Design pong_field_flat, sky130hd; sources not shown.
Fig. 1: run 1, M3 wires
Drawn at 3 px/um.
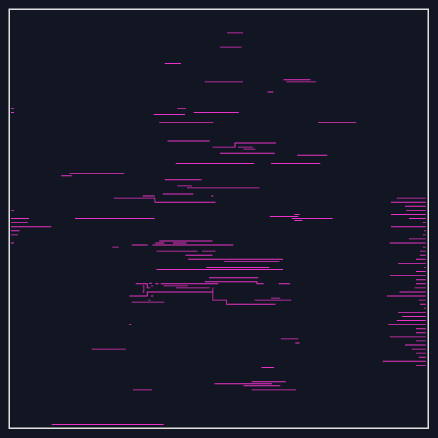
longest straight run: 41.9 um
nets with wire on the layer: 110
vias after detailed routing: 6741
met3 GRT Util: 2.97%
WL final: 19600 um

Fig. 2: run 1, clock nets
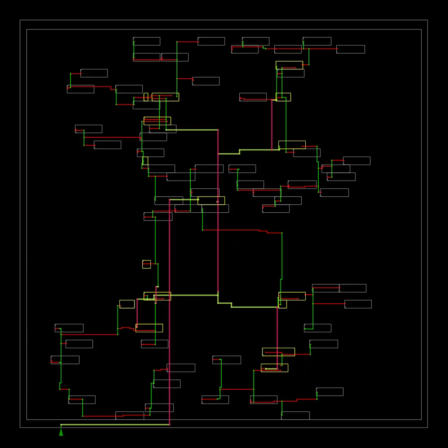
clk latency late pin: 0.35 ns
CTS Sinks: 59
flip-flops: 59

Fig. 3: run 1, cells by drive strength
Drawn at 3 px/um.
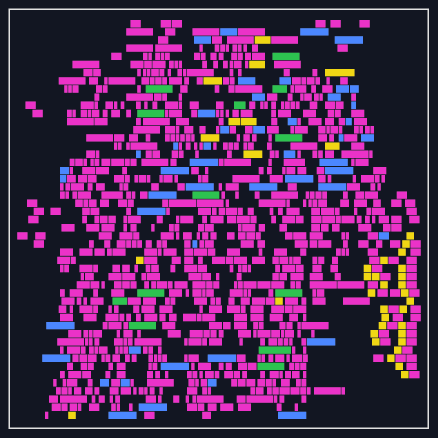
| size | colour | cells |
|---|---|---|
| x6 and larger | green | 13 |
| x3 and x4 | yellow | 39 |
| x1 and smaller | magenta | 861 |
| x2 | blue | 48 |
Signal buffers: 115
setup ws final: 0.614 ns
cell area after layout: 0.00858 mm^2

==> run summary, run 1 <==
impl run done, here's what came out: worst slew pin tran=0.819 ns, Pwr per Cell Area=approximately 160 mW/mm^2, Multiplexer share=under 10%, adder share=between 20 and 25%, placed cell area=0.00828 mm^2, # Cells Yosys=about 880, core area=~0.018 mm^2, Setup-failing EPs final=0, Hold Crit Class=input pin to async pin, Period minus WS final=between 3 and 4 ns, P&R area growth vs syn=17.4%, setup_tns=0 ns, Critical Path RT=between 4 and 5 ns, CTS resizes=0, per-cell routed wire length=between 15 and 20 um, number of fill cells=around 1800, static leakage=roughly 3.8 nW, Yosys warnings=0, Routed Antenna Nets=0, H-tree levels=3, Core Util, Final=between 40% and 50%, hold slack final=between 0.4 and 0.5 ns, status=finished, final reports clean, cell count of the worst reg-to-reg path=14, Primary FF master, synth=dfrtp_1, most frequent logic cell in the layout=ha_1, relative slew slack=a little under half, hpwl dp=15100 um, I/O Buffers=between 60 and 70, Vias/cell=~5.7, vias in the first global route=approximately 6400, drt drc=0, Congestion Overflow GR=0, fin cells=approximately 1200, Synth Instances=877, clock root cell=clkbuf_16, post-synthesis compound-gate area fraction=between 20% and 30%, Die H=~140 um, grt met2 use=between 30 and 40%, first-pass GRT wire length=33300 um, largest net degree at the start of global routing=60, xor-xnor portion of the synthesized cell area=under 10%, DRT iter0 DRCs=roughly 500, OpenROAD warning count=between 40 and 50, WL met3=roughly 1100 um, ys flops=59, busiest grt layer=met2, post-CTS setup buffers=0, Async S/R FF share, synth=100%, Setup Skew=roughly 0.009 ns, Net count, final=about 1100, Die Wd=around 140 um, mean post-synth cell area=about 8.3 um^2, Synth logic family=AND-OR/OR-AND gates, worst reg2reg setup slack=approximately 0.6 ns, placed insts=between 1000 and 1500, register area=about 0.0015 mm^2, I/O pin total=approximately 70, GRT Total Usage=a little over a fifth, logic area=around 0.0053 mm^2, endpoints failing hold=0, floorplan utilization=roughly two fifths, Max Root-Sink Buffers=2, Worst setup EP type=register
## run 1: area by class of cell
cell class / instances / share of cell area, %
Clock buffer: 12 / 2.99
Sequential cell: 59 / 17.5
Clock inverter: 4 / 0.583
Buffer: 47 / 3.38
Inverter: 68 / 2.97
Tap cell: 229 / 3.34
Timing Repair Buffer: 68 / 7.90
Multi-Input combinational cell: 703 / 61.3
## run 1: synthesized netlist by cell type, drive strengths merged (4+ instances only)
cell	count	share of area, %
a211oi	11	1.3
a21o	13	1.4
a21oi	62	4.3
a22oi	9	0.92
a2bb2oi	4	0.48
a31o	4	0.48
a31oi	8	0.68
and2	4	0.34
and3	6	0.53
buf	33	3.3
clkbuf	14	0.72
dfrtp	39	13
dfstp	20	7.2
ha	127	22
inv	68	3.5
mux2	4	0.72
mux2i	4	0.55
nand2	54	2.9
nand2b	13	1.1
nand3	34	2.7
nand4	12	1.0
nor2	51	2.6
nor2b	11	1.0
nor3	13	0.96
nor4	6	0.51
o2111ai	4	0.48
o211a	4	0.55
o211ai	14	1.5
o21a	9	1.0
o21ai	89	6.1
o22ai	9	0.77
o31ai	7	0.72
or2	6	0.51
or3	11	0.94
or4	6	0.62
xnor2	33	4.0
xor2	9	1.1
## run 1: worst max-delay path, stage by stage, from the launching register on
cell and delay, ns:
dfstp_2 0.65, nand3_1 0.12, or2_1 0.25, xnor2_1 0.36, ha_1 0.34, nand4_1 0.13
a21oi_1 0.05, a2111oi_0 0.40, o21ai_0 0.25, nand4bb_1 0.20, or2_1 0.13, buf_6 0.13
nand3_4 0.12, a211o_4 0.41, mux2_4 0.31
## run 1: report_power, final
part           internal [mW]  switching, mW  total, mW  leakage [nW]
combinational         0.0573         0.0713      0.129          3.03
clock                  0.448          0.273      0.722         0.145
sequential             0.522       0.000523      0.523         0.643
total                   1.03          0.345       1.37          3.82
Fig. 4: run 1, wire density map
Drawn at 3 px/um. The die is cut into 28 by 28 equal tiles; black is low, pale yellow is high, scaled to the fullest tile. Values are wire area over tile area, all layers added.
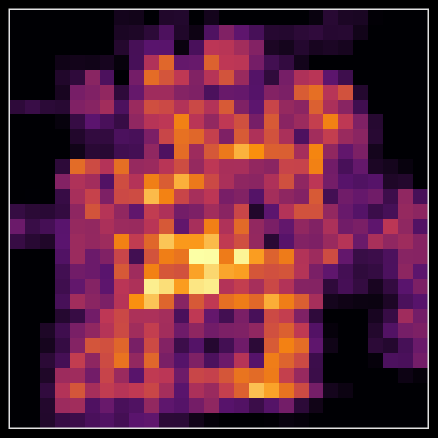

==> inputs of run 2 (changes only) <==
Settings changed: MAX_ROUTING_LAYER set to met4.
Fig. 5: run 2, wire density map
Drawn at 3 px/um. The die is cut into 28 by 28 equal tiles; black is low, pale yellow is high, scaled to the fullest tile. Values are wire area over tile area, all layers added.
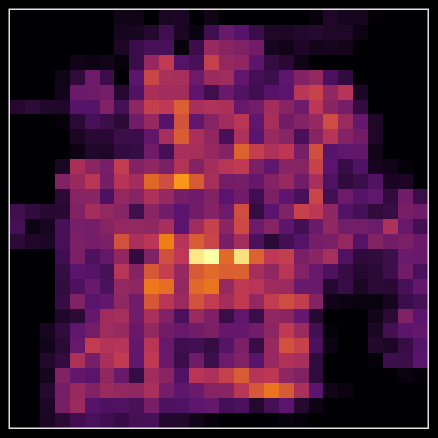
emptiest ninth of the die: top left
tiles over half the peak: 8.4%
densest ninth of the die: middle
mean over tiles: 0.16
nearly empty tiles: 23%
fullest tile: 0.70
vias after detailed routing: 6727
WL final: 19600 um

Fig. 6: run 2, clock nets
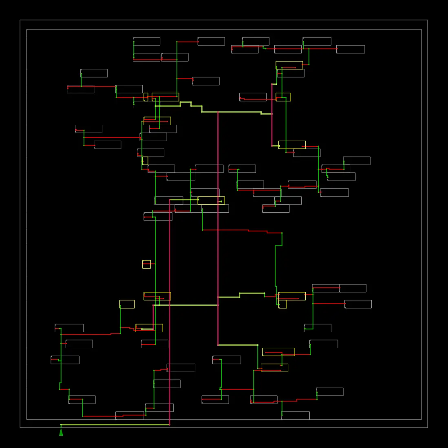
CTS buffer count: 9
Clk. pwr: 0.720 mW
# clk buffers: 12

Fig. 7: run 2, M3 wires
Drawn at 3 px/um.
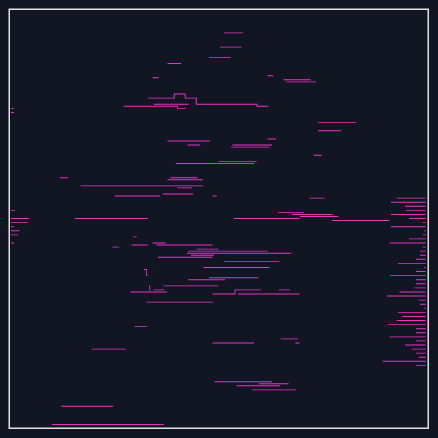
wire length on this layer: 1120 um
longest straight run: 40.5 um
met3 GRT Util: 2.94%

==> run summary, run 2 <==
impl run done, here's what came out: Mapped Nets=about 1000, Async S/R FF share, synth=100% (unchanged), drt pass-1 iters=8, maximum fanout along the worst path=8, busiest grt layer=met2, CP max stage delay=0.65 ns (about the same), Dominant cell area share=21.7% (unchanged), arrival time at the worst endpoint=4.21 ns, GPL Wtd Cong=0.869, clock root cell=clkbuf_16, # Max-Cap Violations=0, Worst setup EP type=register, ys flops=59 (unchanged), fin crit share=between 80% and 90%, Clk pwr share=52.5% (about the same), CP Class=register to register, clk latency late pin=0.35 ns (about the same), hpwl dp=15100 um (unchanged), Startpoint Class=register, H-tree levels=3 (unchanged), slowest cell on the critical path=dfstp_2, cell family with most CP delay=AND-OR/OR-AND gates, Sw Share=25.1% (-0.083 points), CTS tree=yes, Critical Path RT=4.83 ns (about the same), Hold Crit Class=input pin to async pin, cell count of the worst reg-to-reg path=14 (unchanged), most frequent logic cell in the layout=ha_1, Unique cell types=approximately 86, Pwr per Cell Area=160 mW/mm^2 (-0.11%), most frequent cells in the layout=127 x ha_1, 89 x o21ai_0, 68 x inv_1, vias in the first global route=6399 (+0.031%), mean post-synth cell area=8.34 um^2 (unchanged), P&R area growth vs syn=17.4% (unchanged), OpenROAD warning count=42 (unchanged), Clock transition at path regs=0.06 ns, post-synthesis cell area=roughly 0.0073 mm^2, Net count, final=1114 (unchanged), RSZ-0062 raised after global routing=no, Post-synth seq share=20.5%, antenna violations before repair=0, chip area=slightly below 0.02 mm^2, Top area cell types=ha_1 22%, dfrtp_1 13%, dfstp_2 7.2%, CTS resizes=0 (unchanged), Congestion Overflow GR=0 (unchanged), logic area=0.00527 mm^2 (unchanged), top cells by count=127 x ha_1, 89 x o21ai_0, 68 x inv_1, largest area contributor in the netlist=ha_1, I/O pin total=70 (unchanged), Routed Antenna Nets=0 (unchanged), endpoints failing hold=0 (unchanged), Peak Freq=~250 MHz, register area=0.00150 mm^2 (unchanged), per-cell routed wire length=16.4 um (-0.46%), number of fill cells=1772 (unchanged), largest net degree at the start of global routing=60 (unchanged), Post-synth EDFFs=0, critical-path cell list=nand3_1 -> or2_1 -> xnor2_1 -> ha_1 -> nand4_1 -> a21oi_1 -> a2111oi_0 -> o21ai_0 -> nand4bb_1 -> or2_1 -> buf_6 -> nand3_4 -> a211o_4 -> mux2_4, Die H=139 um (unchanged), worst reg2reg setup slack=0.62 ns (about the same), relative slew slack=45.3% (-0.11 points), Primary FF master, synth=dfrtp_1, static leakage=3.82 nW (unchanged), Die Wd=139 um (unchanged), floorplan utilization=40.7% (unchanged), Setup Skew=0.00886 ns (-0.000163 ns), n_diodes=0, Power Internal=1.03 mW (about the same), share of cells above drive strength 1=a little over a tenth, max reg flops=21, fin. max-slew vios=0, P_sw=0.344 mW (-0.44%), Crit path top cell by count=or2_1, Yosys warnings=0 (unchanged), Synth Instances=877 (unchanged), CTS Sinks=59 (unchanged), met1 usage=between 30% and 40%, Critical path buffers and inverters=1 (unchanged), setup ws final=0.619 ns (+0.00502 ns), setup_tns=0 ns (unchanged), core area=0.0180 mm^2 (unchanged), num rows=about 50, DRT iter0 DRCs=493 (-1.8%), CTS Hold Buffers Added=0, Max Root-Sink Buffers=2 (unchanged), status=finished, final reports clean, Period minus WS final=3.98 ns (-0.00502 ns), post-CTS setup buffers=0 (unchanged), Place WS=a little over 0.6 ns, I/O Buffers=68 (unchanged), grt met2 use=32.3% (unchanged), GRT Total Usage=21.6% (+0.64 points), worst slew pin tran=0.821 ns (+0.00171 ns), Synth top cell by count=ha_1, yosys synthesis chip area=0.00731 mm^2, critical path depth in cells=14 (unchanged), # Cells Yosys=877 (unchanged), first-pass GRT wire length=33300 um (about the same), Setup-failing EPs final=0 (unchanged), Vias/cell=5.65 (-0.21%), drt drc=0 (unchanged), sequential share of power=38.1% (about the same), Gate power share=9.4% (about the same)
run 2: cell counts in the layout (fill, tap and decap cells not counted):
No cell type changed its count.
run 2: kinds of logic (layout without fill, tap and decap cells):
group / after synthesis / in the layout / synth area share, %
AOI/OAI and AO/OA: 285 / 285 / 26.2
adders and majority gates: 129 / 129 / 22.3
buffers and inverters: 115 / 199 / 7.46
DFF: 59 / 59 / 20.5
and+or+nand+nor: 239 / 239 / 17.2
xor gates and xnor gates: 42 / 42 / 5.03
muxes: 8 / 8 / 1.27
run 2: power groups by stage:
stage / logic (mW) / registers (mW) / clock network, mW
after floorplan: 0.0586 / 0.531 / 0
final: 0.128 / 0.523 / 0.720
after detailed placement: 0.128 / 0.531 / 0
after global routing: 0.145 / 0.522 / 0.751
after CTS: 0.129 / 0.523 / 0.729
after global placement: 0.126 / 0.531 / 0
run 2: through the flow:
step	cells	hold WS, ns	instance area (um^2)	util [%]	power (mW)
2_1_floorplan	877	0.394	7310	-	0.590
3_3_place_gp	1174	0.527	8280	46.1	0.658
3_5_place_dp	1174	0.526	8280	46.1	0.659
4_1_cts	1190	0.459	8580	47.8	1.38
5_1_grt	1190	0.495	8580	47.8	1.42
6_report	1190	0.424	8580	47.8	1.37
run 2: metal layers:
metal  share of wire (%)  vias to the layer above
met5                   0                        -
met4                 1.2                        0
met3                 5.7                       20
met2                  43                      181
met1                  50                     3124
li1                    -                     3402
run 2: cell type report:
type	instances	share of cell area, %
Buffer	47	3.38
Inverter	68	2.97
Multi-Input combinational cell	703	61.3
Tap cell	229	3.34
Timing Repair Buffer	68	7.90
Clock buffer	12	2.99
Sequential cell	59	17.5
Clock inverter	4	0.583
Power and IR drop assume default switching activity.
